--- src/rtl/ifu_defs_pkg.sv ---
// Shared definitions for the instruction fetch unit.
// State encodings, default widths and counter sizing.
package ifu_defs;

  localparam int ADDR_W_DEF   = 16;
  localparam int INSTR_W_DEF  = 16;
  localparam int MAX_WAIT_DEF = 8;

  localparam int CNT_W = $clog2(MAX_WAIT_DEF + 1);

  typedef enum logic [1:0] {
    IDLE = 2'd0,
    REQ  = 2'd1,
    WAIT = 2'd2,
    HOLD = 2'd3
  } state_t;

  function automatic int cnt_width(int max_wait);
    return $clog2(max_wait + 1);
  endfunction

endpackage

--- src/rtl/instr_fetch_unit_if.sv ---
// Fetch unit bus: PC input, memory side, control side.
// slave is the fetch unit, master is its environment.
interface instr_fetch_unit_if
  import ifu_defs::*;
#(
  parameter int ADDR_W  = ADDR_W_DEF,
  parameter int INSTR_W = INSTR_W_DEF
);

  logic [ADDR_W-1:0]  IMADDR;
  logic               FETCH;
  logic               FLUSH;
  logic               IM_RD;
  logic [ADDR_W-1:0]  IM_ADDR;
  logic [INSTR_W-1:0] IM_DATA;
  logic               IM_VALID;
  logic [INSTR_W-1:0] INS;
  logic               INS_VALID;
  logic               INS_ACK;
  logic               PC_INC;
  logic               BUSY;
  logic               TIMEOUT;

  modport slave (
    input  IMADDR,
    input  FETCH,
    input  FLUSH,
    input  IM_DATA,
    input  IM_VALID,
    input  INS_ACK,
    output IM_RD,
    output IM_ADDR,
    output INS,
    output INS_VALID,
    output PC_INC,
    output BUSY,
    output TIMEOUT
  );

  modport master (
    output IMADDR,
    output FETCH,
    output FLUSH,
    output IM_DATA,
    output IM_VALID,
    output INS_ACK,
    input  IM_RD,
    input  IM_ADDR,
    input  INS,
    input  INS_VALID,
    input  PC_INC,
    input  BUSY,
    input  TIMEOUT
  );

endinterface

--- src/rtl/ifu_wait_timer.sv ---
// Wait-state counter with synchronous clear.
// tc flags the cycle whose increment reaches MAX_WAIT.
module ifu_wait_timer #(
  parameter int MAX_WAIT = 8,
  parameter int CNT_W    = 4
) (
  input  logic clk,
  input  logic rst_n,
  input  logic clr,
  input  logic en,
  output logic tc
);

  localparam logic [CNT_W-1:0] LAST =
    CNT_W'(MAX_WAIT - 1);

  logic [CNT_W-1:0] cnt;

  // count wait cycles; clear wins over enable
  always_ff @(posedge clk or negedge rst_n) begin
    if (!rst_n) begin
      cnt <= '0;
    end else if (clr) begin
      cnt <= '0;
    end else if (en) begin
      cnt <= cnt + 1'b1;
    end
  end

  assign tc = en && (cnt == LAST);

endmodule

--- src/rtl/instr_fetch_unit.sv ---
// Instruction fetch unit: PC latch, memory read,
// instruction register, flush and timeout handling.
module instr_fetch_unit
  import ifu_defs::*;
#(
  parameter int ADDR_W   = ADDR_W_DEF,
  parameter int INSTR_W  = INSTR_W_DEF,
  parameter int MAX_WAIT = MAX_WAIT_DEF
) (
  input logic          clk,
  input logic          rst_n,
  instr_fetch_unit_if.slave bus
);

  localparam int CW = cnt_width(MAX_WAIT);

  state_t             state;
  state_t             state_n;
  logic               rd_q;
  logic               rd_n;
  logic [ADDR_W-1:0]  addr_q;
  logic [ADDR_W-1:0]  addr_n;
  logic [INSTR_W-1:0] ins_q;
  logic [INSTR_W-1:0] ins_n;
  logic               vld_q;
  logic               vld_n;
  logic               inc_q;
  logic               inc_n;
  logic               to_q;
  logic               to_n;
  logic               disc_q;
  logic               disc_n;
  logic               clr;
  logic               en;
  logic               tc;

  // restart the count on entry to WAIT;
  // only idle WAIT cycles advance it
  assign clr = (state == REQ);
  assign en  = (state == WAIT)
            && !bus.FLUSH
            && !bus.IM_VALID;

  ifu_wait_timer #(
    .MAX_WAIT (MAX_WAIT),
    .CNT_W    (CW)
  ) u_timer (
    .clk   (clk),
    .rst_n (rst_n),
    .clr   (clr),
    .en    (en),
    .tc    (tc)
  );

  // state register
  always_ff @(posedge clk or negedge rst_n) begin
    if (!rst_n) begin
      state <= IDLE;
    end else begin
      state <= state_n;
    end
  end

  // next state and registered-output next values
  always_comb begin
    state_n = state;
    rd_n    = 1'b0;
    addr_n  = addr_q;
    ins_n   = ins_q;
    vld_n   = vld_q;
    inc_n   = 1'b0;
    to_n    = to_q;
    disc_n  = disc_q;
    unique case (state)
      IDLE: begin
        if (bus.FETCH && !bus.FLUSH) begin
          addr_n  = bus.IMADDR;
          rd_n    = 1'b1;
          state_n = REQ;
        end
      end
      REQ: begin
        if (bus.FLUSH) begin
          disc_n  = 1'b1;
          state_n = IDLE;
        end else begin
          state_n = WAIT;
        end
      end
      WAIT: begin
        if (bus.FLUSH) begin
          state_n = IDLE;
          if (!(bus.IM_VALID && !disc_q)) begin
            disc_n = 1'b1;
          end
        end else if (bus.IM_VALID) begin
          if (disc_q) begin
            disc_n = 1'b0;
          end else begin
            ins_n   = bus.IM_DATA;
            vld_n   = 1'b1;
            inc_n   = 1'b1;
            state_n = HOLD;
          end
        end else if (tc) begin
          to_n    = 1'b1;
          disc_n  = 1'b1;
          state_n = IDLE;
        end
      end
      HOLD: begin
        if (bus.FLUSH) begin
          vld_n   = 1'b0;
          state_n = IDLE;
        end else if (bus.INS_ACK) begin
          vld_n = 1'b0;
          if (bus.FETCH) begin
            addr_n  = bus.IMADDR;
            rd_n    = 1'b1;
            state_n = REQ;
          end else begin
            state_n = IDLE;
          end
        end
      end
      default: state_n = IDLE;
    endcase
  end

  // datapath and output registers
  always_ff @(posedge clk or negedge rst_n) begin
    if (!rst_n) begin
      rd_q   <= 1'b0;
      addr_q <= '0;
      ins_q  <= '0;
      vld_q  <= 1'b0;
      inc_q  <= 1'b0;
      to_q   <= 1'b0;
      disc_q <= 1'b0;
    end else begin
      rd_q   <= rd_n;
      addr_q <= addr_n;
      ins_q  <= ins_n;
      vld_q  <= vld_n;
      inc_q  <= inc_n;
      to_q   <= to_n;
      disc_q <= disc_n;
    end
  end

  assign bus.IM_RD     = rd_q;
  assign bus.IM_ADDR   = addr_q;
  assign bus.INS       = ins_q;
  assign bus.INS_VALID = vld_q;
  assign bus.PC_INC    = inc_q;
  assign bus.TIMEOUT   = to_q;
  assign bus.BUSY      = (state == REQ)
                      || (state == WAIT);

endmodule

--- src/flat_wrapper.sv ---
// flat-port wrapper written by rule: the top's interface ports become plain ports
module instr_fetch_unit_flat import ifu_defs::*;
#(
  parameter int ADDR_W   = ADDR_W_DEF,
  parameter int INSTR_W  = INSTR_W_DEF,
  parameter int MAX_WAIT = MAX_WAIT_DEF
)
  (clk, rst_n, bus_IMADDR, bus_FETCH, bus_FLUSH, bus_IM_DATA, bus_IM_VALID, bus_INS_ACK, bus_IM_RD, bus_IM_ADDR, bus_INS, bus_INS_VALID, bus_PC_INC, bus_BUSY, bus_TIMEOUT);
  instr_fetch_unit_if #(.ADDR_W(ADDR_W), .INSTR_W(INSTR_W)) bus_i ();
  input logic clk;
  input logic rst_n;
  input wire logic [$bits(bus_i.IMADDR)-1:0] bus_IMADDR;
  input wire logic [$bits(bus_i.FETCH)-1:0] bus_FETCH;
  input wire logic [$bits(bus_i.FLUSH)-1:0] bus_FLUSH;
  input wire logic [$bits(bus_i.IM_DATA)-1:0] bus_IM_DATA;
  input wire logic [$bits(bus_i.IM_VALID)-1:0] bus_IM_VALID;
  input wire logic [$bits(bus_i.INS_ACK)-1:0] bus_INS_ACK;
  output wire logic [$bits(bus_i.IM_RD)-1:0] bus_IM_RD;
  output wire logic [$bits(bus_i.IM_ADDR)-1:0] bus_IM_ADDR;
  output wire logic [$bits(bus_i.INS)-1:0] bus_INS;
  output wire logic [$bits(bus_i.INS_VALID)-1:0] bus_INS_VALID;
  output wire logic [$bits(bus_i.PC_INC)-1:0] bus_PC_INC;
  output wire logic [$bits(bus_i.BUSY)-1:0] bus_BUSY;
  output wire logic [$bits(bus_i.TIMEOUT)-1:0] bus_TIMEOUT;
  assign bus_i.IMADDR = bus_IMADDR;
  assign bus_i.FETCH = bus_FETCH;
  assign bus_i.FLUSH = bus_FLUSH;
  assign bus_i.IM_DATA = bus_IM_DATA;
  assign bus_i.IM_VALID = bus_IM_VALID;
  assign bus_i.INS_ACK = bus_INS_ACK;
  assign bus_IM_RD = bus_i.IM_RD;
  assign bus_IM_ADDR = bus_i.IM_ADDR;
  assign bus_INS = bus_i.INS;
  assign bus_INS_VALID = bus_i.INS_VALID;
  assign bus_PC_INC = bus_i.PC_INC;
  assign bus_BUSY = bus_i.BUSY;
  assign bus_TIMEOUT = bus_i.TIMEOUT;
  instr_fetch_unit #(.ADDR_W(ADDR_W), .INSTR_W(INSTR_W), .MAX_WAIT(MAX_WAIT)) u_core (.clk(clk), .rst_n(rst_n), .bus(bus_i));
endmodule
--- config.mk ---
export PLATFORM = sky130hd
export DESIGN_NAME = instr_fetch_unit_flat
export DESIGN_NICKNAME = d
export VERILOG_FILES = /design/src/rtl/ifu_defs_pkg.sv /design/src/rtl/instr_fetch_unit_if.sv /design/src/rtl/ifu_wait_timer.sv /design/src/rtl/instr_fetch_unit.sv /design/src/flat_wrapper.sv
export SDC_FILE = /design/constraint.sdc
export NUM_CORES = 1
export LEC_CHECK = 0
export CAP_MARGIN = 30
export CORE_UTILIZATION = 35
export DETAILED_ROUTE_END_ITERATION = 16
export PLACE_DENSITY_LB_ADDON = 0.05
export SKIP_LAST_GASP = 1
export SLEW_MARGIN = 10
export SYNTH_ARGS = -nofsm -noshare
export SYNTH_HDL_FRONTEND = slang
export SYNTH_HIERARCHICAL = 1
export SYNTH_SLANG_ARGS = --single-unit
--- constraint.sdc ---
create_clock -name clk -period 4.7 [get_ports clk]
set_input_delay 0.94 -clock clk [delete_from_list [all_inputs] [get_ports clk]]
set_output_delay 0.94 -clock clk [all_outputs]
set_load 0.02 [all_outputs]
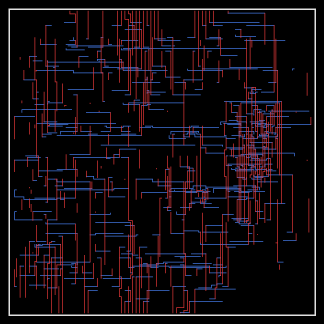
Figure 1: signal wires by layer.
Drawn at 4 px/um. Two of the layers only.
metal 2: marked red, wire length 2010 um. metal 1: marked blue, wire length 1520 um.

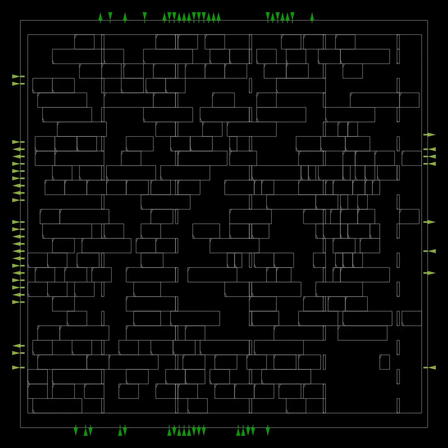
Figure 2: cell placement.
register fraction of the total cell area: 0.380
area of the placeable core: 5200 um^2

==> run notes <==
flow finished, numbers: Cell area leaders sky130_fd_sc_hd__dfrtp_1 (56%), sky130_fd_sc_hd__mux2_2 (20%), sky130_fd_sc_hd__ha_1 (4.6%), sky130_fd_sc_hd__nor2_1 (1.4%), sky130_fd_sc_hd__nor4b_4 (1.2%), 1st-iter DRT viols 38, unrepaired setup endpoints after global routing false, largest power group combinational cells, required time of the critical path 4.87 ns, reg-to-reg setup timing slack 2.02 ns, port bufs 74, # Post-CTS Setup Buffers 0, fraction of the core area covered by cells at the end of the flow 0.544, routed length per instance 13.9 um, Met3 Wirelength 361 um, global route total overflow 0, most repeated cell in the gate-level netlist after synthesis sky130_fd_sc_hd__dfrtp_1, Internal Power 0.964 mW, number of global-route vias before repair 1434, Chip Width 76.1 um, worst skew pair latency 0.28 ns, ratio of cells with drive above 1 in the final layout 0.243, synthesized area per cell 14.3 um^2, switching power total 0.488 mW, top routing layer in use met4, number of cells produced by synthesis 134, via count 1357, share of final layout cell area taken by non-clock buffers 0.271, area share of the leading cell type in the synthesized netlist 0.560, worst ir drop on vdd 0.000257 V, result of the run complete, no violations, clk slew on worst S/H paths 0.07 ns, number of nets produced by synthesis 179, Via-to-Cell Ratio 4.78, final count of hold timing violations 0, met2 Track Usage GR 0.249, dominant cell type by area after synthesis sky130_fd_sc_hd__dfrtp_1, total half-perimeter wirelength after legalization and detailed placement 2920 um, class of the tightest hold or removal check primary input to asynchronous set/reset pin
registers in the layout, summed over array words and instances, names as in the netlist:
name,count
u_core/bus.IM_ADDR,16
u_core/bus.INS_VALID,1
u_core/bus.PC_INC,1
u_core/bus.INS,16
u_core/u_timer/cnt,4
u_core/bus.IM_RD,1
u_core/disc_q,1
u_core/bus.TIMEOUT,1
u_core/state,2
cell families (layout without fill, tap and decap cells):
kind of cell,after synthesis,in the layout,synth area share
adder cells (fa/ha/maj),7,7,0.0456
AND/OR/NAND/NOR,24,24,0.0866
XOR/XNOR,1,1,0.00456
buffers and inverters,8,88,0.0306
flip-flops,43,43,0.560
AND-OR/OR-AND,15,15,0.0605
multiplexers,36,36,0.212
Power is estimated from default activity; no workload was simulated.
